[src/rtl/rsc2_dec_depunct.sv]
// Duobit de-puncturer for one rsc2 parity stream (Y or W): rebuilds the full-rate soft
// stream, inserting zero-LLR erasures at punctured positions. Optional: RSC2_DEC_DEPUNCT_STAT_EN.
module rsc2_dec_depunct #(
  parameter int pWnY   = 0,
  parameter int pLLR_W = 5,
  parameter int pLEN_W = 13
) (
  input  logic                  iclk,
  input  logic                  ireset,
  input  logic                  iclkena,
  input  logic [3:0]            icode,
  input  logic [pLEN_W-1:0]     ilen,
  input  logic                  isop,
  input  logic                  ival,
  input  logic [2*pLLR_W-1:0]   idat,
  output logic                  ordy,
  output logic                  osop,
  output logic                  oeop,
  output logic                  oval,
  output logic [2*pLLR_W-1:0]   odat,
  output logic                  oerr
`ifdef RSC2_DEC_DEPUNCT_STAT_EN
  ,
  output logic [pLEN_W-1:0]     oerase_cnt
`endif
);

  typedef enum logic {IDLE, RUN} state_t;

  // Transmit mask indexed by pattern phase; W carries data only at rate 1/3.
  function automatic logic [27:0] mask_f(input logic [2:0] c);
    logic [27:0] y;
    case (c)
      3'd0:    y = 28'h0000001;
      3'd1:    y = 28'h0000001;
      3'd2:    y = 28'h0000001;
      3'd3:    y = 28'h0000005;
      3'd4:    y = 28'h0000001;
      3'd5:    y = 28'h0011111;
      3'd6:    y = 28'h0000011;
      default: y = 28'h0101011;
    endcase
    if (pWnY != 0 && c != 3'd0) y = 28'h0;
    return y;
  endfunction

  // Last phase of the pattern period.
  function automatic logic [4:0] per_f(input logic [2:0] c);
    case (c)
      3'd0:    return 5'd0;
      3'd1:    return 5'd0;
      3'd2:    return 5'd1;
      3'd3:    return 5'd5;
      3'd4:    return 5'd3;
      3'd5:    return 5'd19;
      3'd6:    return 5'd11;
      default: return 5'd27;
    endcase
  endfunction

  state_t                state, nstate;
  logic [pLEN_W-1:0]     pos, npos, len_r, nlen;
  logic [2:0]            code_r, ncode;
  logic [4:0]            cnt, ncnt;
  logic                  nval, nsop, neop, nerr;
  logic [2*pLLR_W-1:0]   ndat;
  logic [27:0]           cur_mask;
  logic                  tx, acc, adv;
`ifdef RSC2_DEC_DEPUNCT_STAT_EN
  logic [pLEN_W-1:0]     ecnt, necnt;
`endif

  assign cur_mask = mask_f(code_r);
  assign tx       = cur_mask[cnt];
  // Ready depends only on registered state so the upstream never sees a comb path from ival.
  assign ordy     = (state == IDLE) | tx;
  assign acc      = iclkena & ival & ordy;

  always_comb begin
    nstate = state;
    npos   = pos;
    nlen   = len_r;
    ncode  = code_r;
    ncnt   = cnt;
    nval   = oval;
    nsop   = osop;
    neop   = oeop;
    nerr   = oerr;
    ndat   = odat;
    adv    = 1'b0;
`ifdef RSC2_DEC_DEPUNCT_STAT_EN
    necnt  = ecnt;
`endif
    if (iclkena) begin
      nval = 1'b0;
      nsop = 1'b0;
      neop = 1'b0;
      nerr = 1'b0;
      if (acc && isop) begin
        // New frame; a sop seen while running truncates the old frame.
        nerr  = (state == RUN);
        ncode = icode[2:0];
        nlen  = ilen;
        nval  = 1'b1;
        nsop  = 1'b1;
        ndat  = idat;
`ifdef RSC2_DEC_DEPUNCT_STAT_EN
        necnt = '0;
`endif
        if (ilen == pLEN_W'(1)) begin
          neop   = 1'b1;
          nstate = IDLE;
          npos   = '0;
          ncnt   = '0;
        end else begin
          nstate = RUN;
          npos   = pLEN_W'(1);
          ncnt   = (per_f(icode[2:0]) != 5'd0) ? 5'd1 : 5'd0;
        end
      end else if (state == RUN) begin
        if (tx && ival) begin
          nval = 1'b1;
          ndat = idat;
          adv  = 1'b1;
        end else if (!tx) begin
          // Erasures never wait for input.
          nval = 1'b1;
          ndat = '0;
          adv  = 1'b1;
`ifdef RSC2_DEC_DEPUNCT_STAT_EN
          necnt = ecnt + pLEN_W'(1);
`endif
        end
        if (adv) begin
          if (pos == len_r - pLEN_W'(1)) begin
            neop   = 1'b1;
            nstate = IDLE;
            npos   = '0;
            ncnt   = '0;
          end else begin
            npos = pos + pLEN_W'(1);
            ncnt = (cnt == per_f(code_r)) ? 5'd0 : cnt + 5'd1;
          end
        end
      end
    end
  end

  always_ff @(posedge iclk) begin
    if (ireset) begin
      state  <= IDLE;
      pos    <= '0;
      len_r  <= '0;
      code_r <= '0;
      cnt    <= '0;
      oval   <= 1'b0;
      osop   <= 1'b0;
      oeop   <= 1'b0;
      oerr   <= 1'b0;
      odat   <= '0;
    end else begin
      state  <= nstate;
      pos    <= npos;
      len_r  <= nlen;
      code_r <= ncode;
      cnt    <= ncnt;
      oval   <= nval;
      osop   <= nsop;
      oeop   <= neop;
      oerr   <= nerr;
      odat   <= ndat;
    end
  end

`ifdef RSC2_DEC_DEPUNCT_STAT_EN
  always_ff @(posedge iclk) begin
    if (ireset) ecnt <= '0;
    else        ecnt <= necnt;
  end
  assign oerase_cnt = ecnt;
`endif

endmodule

[config.mk]
export PLATFORM = sky130hd
export DESIGN_NAME = rsc2_dec_depunct
export DESIGN_NICKNAME = d
export VERILOG_FILES = /design/src/rtl/rsc2_dec_depunct.sv
export SDC_FILE = /design/constraint.sdc
export NUM_CORES = 1
export LEC_CHECK = 0
export CAP_MARGIN = 30
export CORE_AREA = 3 3 83 85
export CTS_CLUSTER_DIAMETER = 60
export DETAILED_ROUTE_END_ITERATION = 6
export DIE_AREA = 0 0 86 88
export PLACE_DENSITY = 0.68
export SYNTH_ARGS = -nofsm -noshare
export SYNTH_HDL_FRONTEND = slang
export SYNTH_SLANG_ARGS = --single-unit
[constraint.sdc]
create_clock -name iclk -period 2.85 [get_ports iclk]
set_clock_uncertainty 0.15 [all_clocks]
set_input_delay 0.57 -clock iclk [delete_from_list [all_inputs] [get_ports iclk]]
set_output_delay 0.57 -clock iclk [all_outputs]
set_load 0.01 [all_outputs]
closeup.png
Window x 30 to 55, y 32 to 57 microns. Cells in grey, sequential cells in the stronger grey; small squares are vias.
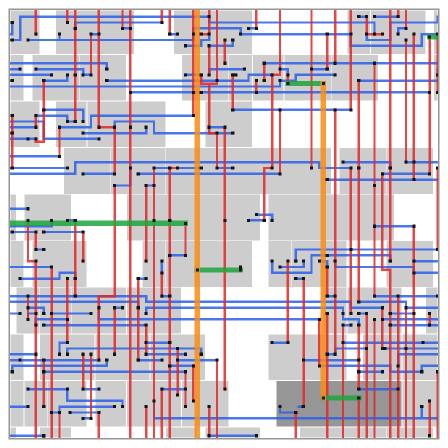
Green marks M3. Orange marks M4. Red marks M2. Blue marks M1.
Most frequent: buf_4 (7). Sequential cells in the window: 1. 50 logic cells have their middle in the window. Netlist names of flops here include pos (1).

class_map.png
Drawn at 4 px/micron. Fill, decap, tap and diode cells in grey.
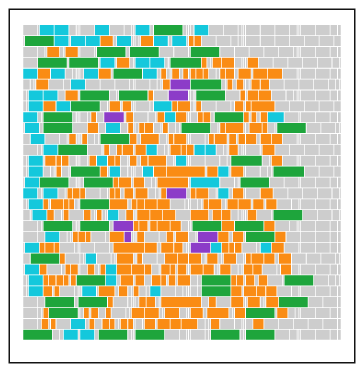
Cyan marks remaining buffers and delay cells, cells 64, share of their area 18%. Purple marks clock drivers and dummy loads, cells 8, share of their area 3.0%. Orange marks remaining logic cells, cells 256, share of their area 50%. Green marks sequential cells, cells 49, share of their area 29%.

==> through the flow <==
stage / power [mW] / hold WS, ns / std cells / setup slack (ns) / utilization
CTS: 1.44 / 0.330 / 454 / 0.00934 / 0.555
detailed placement: 0.988 / 0.314 / 446 / 0.0263 / 0.537
global placement: 0.985 / 0.312 / 446 / 0.0846 / 0.537
floorplan: 0.882 / 0.299 / 330 / 0.308 / -
global route: 1.49 / 0.352 / 454 / 0.00476 / 0.558
finish: 1.42 / 0.327 / 454 / 0.167 / 0.558
==> critical path: cells and delay by family (launching register included) <==
kind | cells | cell delay, ns
adder cells (fa/ha/maj) | 1 | 0.26
buffers and inverters | 2 | 0.26
XOR/XNOR | 1 | 0.15
flip-flops | 1 | 0.42
AND/OR/NAND/NOR | 1 | 0.47
AND-OR/OR-AND | 4 | 0.84
==> state kept, by name, summed over array words and instances (netlist names) <==
register and cells:
odat 10, cnt 5, oerr 1, pos 13, osop 1, oval 1
code_r 3, len_r 13, oeop 1, state 1
==> final timing paths <==
kind                            slack [ns]  cells after the start             endpoint             startpoint
worst max-delay path                  0.17                      9  cnt[1]$_SDFFE_PP0P_  len_r[1]$_SDFFE_PP0P_
worst min-delay path                  0.33                      2    osop$_SDFFE_PP0P_      osop$_SDFFE_PP0P_
worst max register to register        0.17                      9  cnt[1]$_SDFFE_PP0P_  len_r[1]$_SDFFE_PP0P_
worst min register to register        0.33                      2    osop$_SDFFE_PP0P_      osop$_SDFFE_PP0P_
==> area by class of cell <==
type                            instances  area, sq um
Fill cell                             598         2780
Multi-Input combinational cell        248         1680
Sequential cell                        49          986
Timing Repair Buffer                   64          612
Clock buffer                            7         96.3
Tap cell                               77         96.3
Inverter                                8         30.0
Clock inverter                          1         5.00
==> results_slide.txt <==
Synthesis and Place & Route Summary

Outcome
  – Status: finished clean

Clock network
  – Worst skew pair latency: around 0.3 ns
  – CTS-repair resized insts: 4
  – Num CTS Buffers: 5
  – Clock Tree Buf Depth: 2
  – Hold buffer count at CTS: 0
  – H-tree levels: 2
  – Clock-pin transition on the worst setup and hold timing paths: 0.09 ns
  – Post-CTS setup buffers: 0
  – Clk root buf: clkbuf_8
  – Sink Count: about 49
  – CTS tree: yes

Worst setup path
  – Worst Path Max Fanout: 7
  – Max stage delay on crit path: roughly 0.47 ns
  – Cells along the critical path: inv_1 > ha_1 > xnor2_1 > o2bb2ai_1 > a211o_1 > or4_1 > buf_4 > o311ai_4 > a221oi_1
  – Slowest CP cell: or4_1
  – Crit path DAT: around 2.7 ns
  – Crit end category: register
  – Critical path class: register to register
  – WP data required: 2.87 ns
  – Setup crit start kind: register

Routing
  – Routed length on met1: ~3200 microns
  – Metal2 WL: 2960 microns
  – Initial DRC count: 64
  – Routed Antenna Nets: 0
  – Avg Vias per Cell: ~5.6
  – DR top layer: met4
  – Routed len/inst: roughly 14 microns
  – Vias: 2526
  – WL met3: 255 microns
  – DRT Pass-1 Iters: 4
  – Wirelength, routed: between 6000 and 7000 microns
  – DRC: 0

Synthesis
  – Syn avg cell area: 8.40 sq um
  – Yosys top cell by area: dfxtp_1
  – Area leader share: 0.354
  – Synth mux share: 0.00361
  – Main synth FF type: dfxtp_1
  – Count leader, synth: dfxtp_1
  – Basic Gates by Area: 0.205
  – Ao+oa area frac: 0.291
  – Xor+xnor area frac: 0.0853
  – Cells after Synth: 330
  – Ys cells: approximately 330
  – Count of yosys warnings during synthesis: 0
  – Asr flop ratio synth: 0
  – Yosys adder share: 0.0135
  – Top cells by count: 49 x dfxtp_1, 48 x nand2_1, 25 x a21oi_1
  – Number of synthesized register bits: ~50
  – Unique cell types: about 60
  – YS chip area: roughly 2800 sq um
  – Sequential share of the synthesized area: 0.354
  – Top cells by area: dfxtp_1 35%, nand2_1 6.5%, xor2_1 4.7%, a21oi_1 4.5%, xnor2_1 3.8%
  – Number of enable flip-flop cells: 0
  – Synth logic family: AND-OR/OR-AND gates
  – Cell Area, Synth: 2770 sq um
  – Synthesized net count: roughly 370

Power and ir drop
  – Switching Fraction: 0.266
  – Leakage: 1.22 nW
  – Peak supply drop: ~0.00026 V
  – Net switching power: 0.379 mW
  – Clock group: between 0.4 and 0.5 mW
  – Cell Pwr Density: between 400 and 500 nW/um^2
  – Gate power share: 0.176
  – Register share of total power: 0.507
  – Clock Power Share: 0.317
  – Internal: between 1 and 1.5 mW
  – Top power group: registers
  – Combinational power: 0.251 mW
  – Seq group: roughly 0.72 mW

Layout
  – Most frequent cells in the layout: 48 x nand2_1, 45 x dfxtp_1, 44 x clkdlybuf4s50_1
  – Final Net Count: approximately 410
  – N_diodes: 0
  – Synth-to-layout area growth: 26.3%
  – Commonest Layout Cell: nand2_1
  – Post-route cell area: 3500 sq um
  – Share of cells above drive strength 1: 0.122

GRT
  – Gr busiest metal: met2
  – GR Layer Usage met1: 0.254
  – M3 GR Usage: 0.0386
  – Met2 GRT Util: 0.284
  – GRT Residual Overflow: 0
  – First-pass GRT wire length: between 10000 and 15000 microns
  – Largest net degree at the start of global routing: 38
  – Number of global-route vias before repair: roughly 2400
  – Initial antenna violation count: 0
  – Total GRT Usage: 0.184

Flow run
  – Tool warnings: 27
  – # Max-Cap Violations: 0

Place
  – DP HPWL: between 4000 and 5000 microns
  – Input/output buffers: 45
  – Final Wtd Congestion: around 0.81
  – Placed Area: between 3000 and 4000 sq um

Die
  – I/O pins: 47
  – Die area: 7570 sq um
  – Die outline height: around 88 microns
  – Die Span X: 86 microns
  – Row cnt: 29
  – Initial Utilization: 0.441
  – Core area: between 6000 and 7000 sq um

Worst hold path
  – Hold Crit Class: register to register

Final timing
  – Slew margin rel.: 0.551
  – Minimum clock period: 2.68 ns
  – Setup TNS: 0 ns
  – # setup viols final: 0
  – Final worst path period share: 0.941
  – RSZ-0062 raised after global routing: false
  – Fmax: ~370 MHz
  – Final Slew Violations: 0
  – Worst-Margin Slew: 0.671 ns
  – Final Hold Violation Tally: 0
Power and IR drop assume default switching activity.
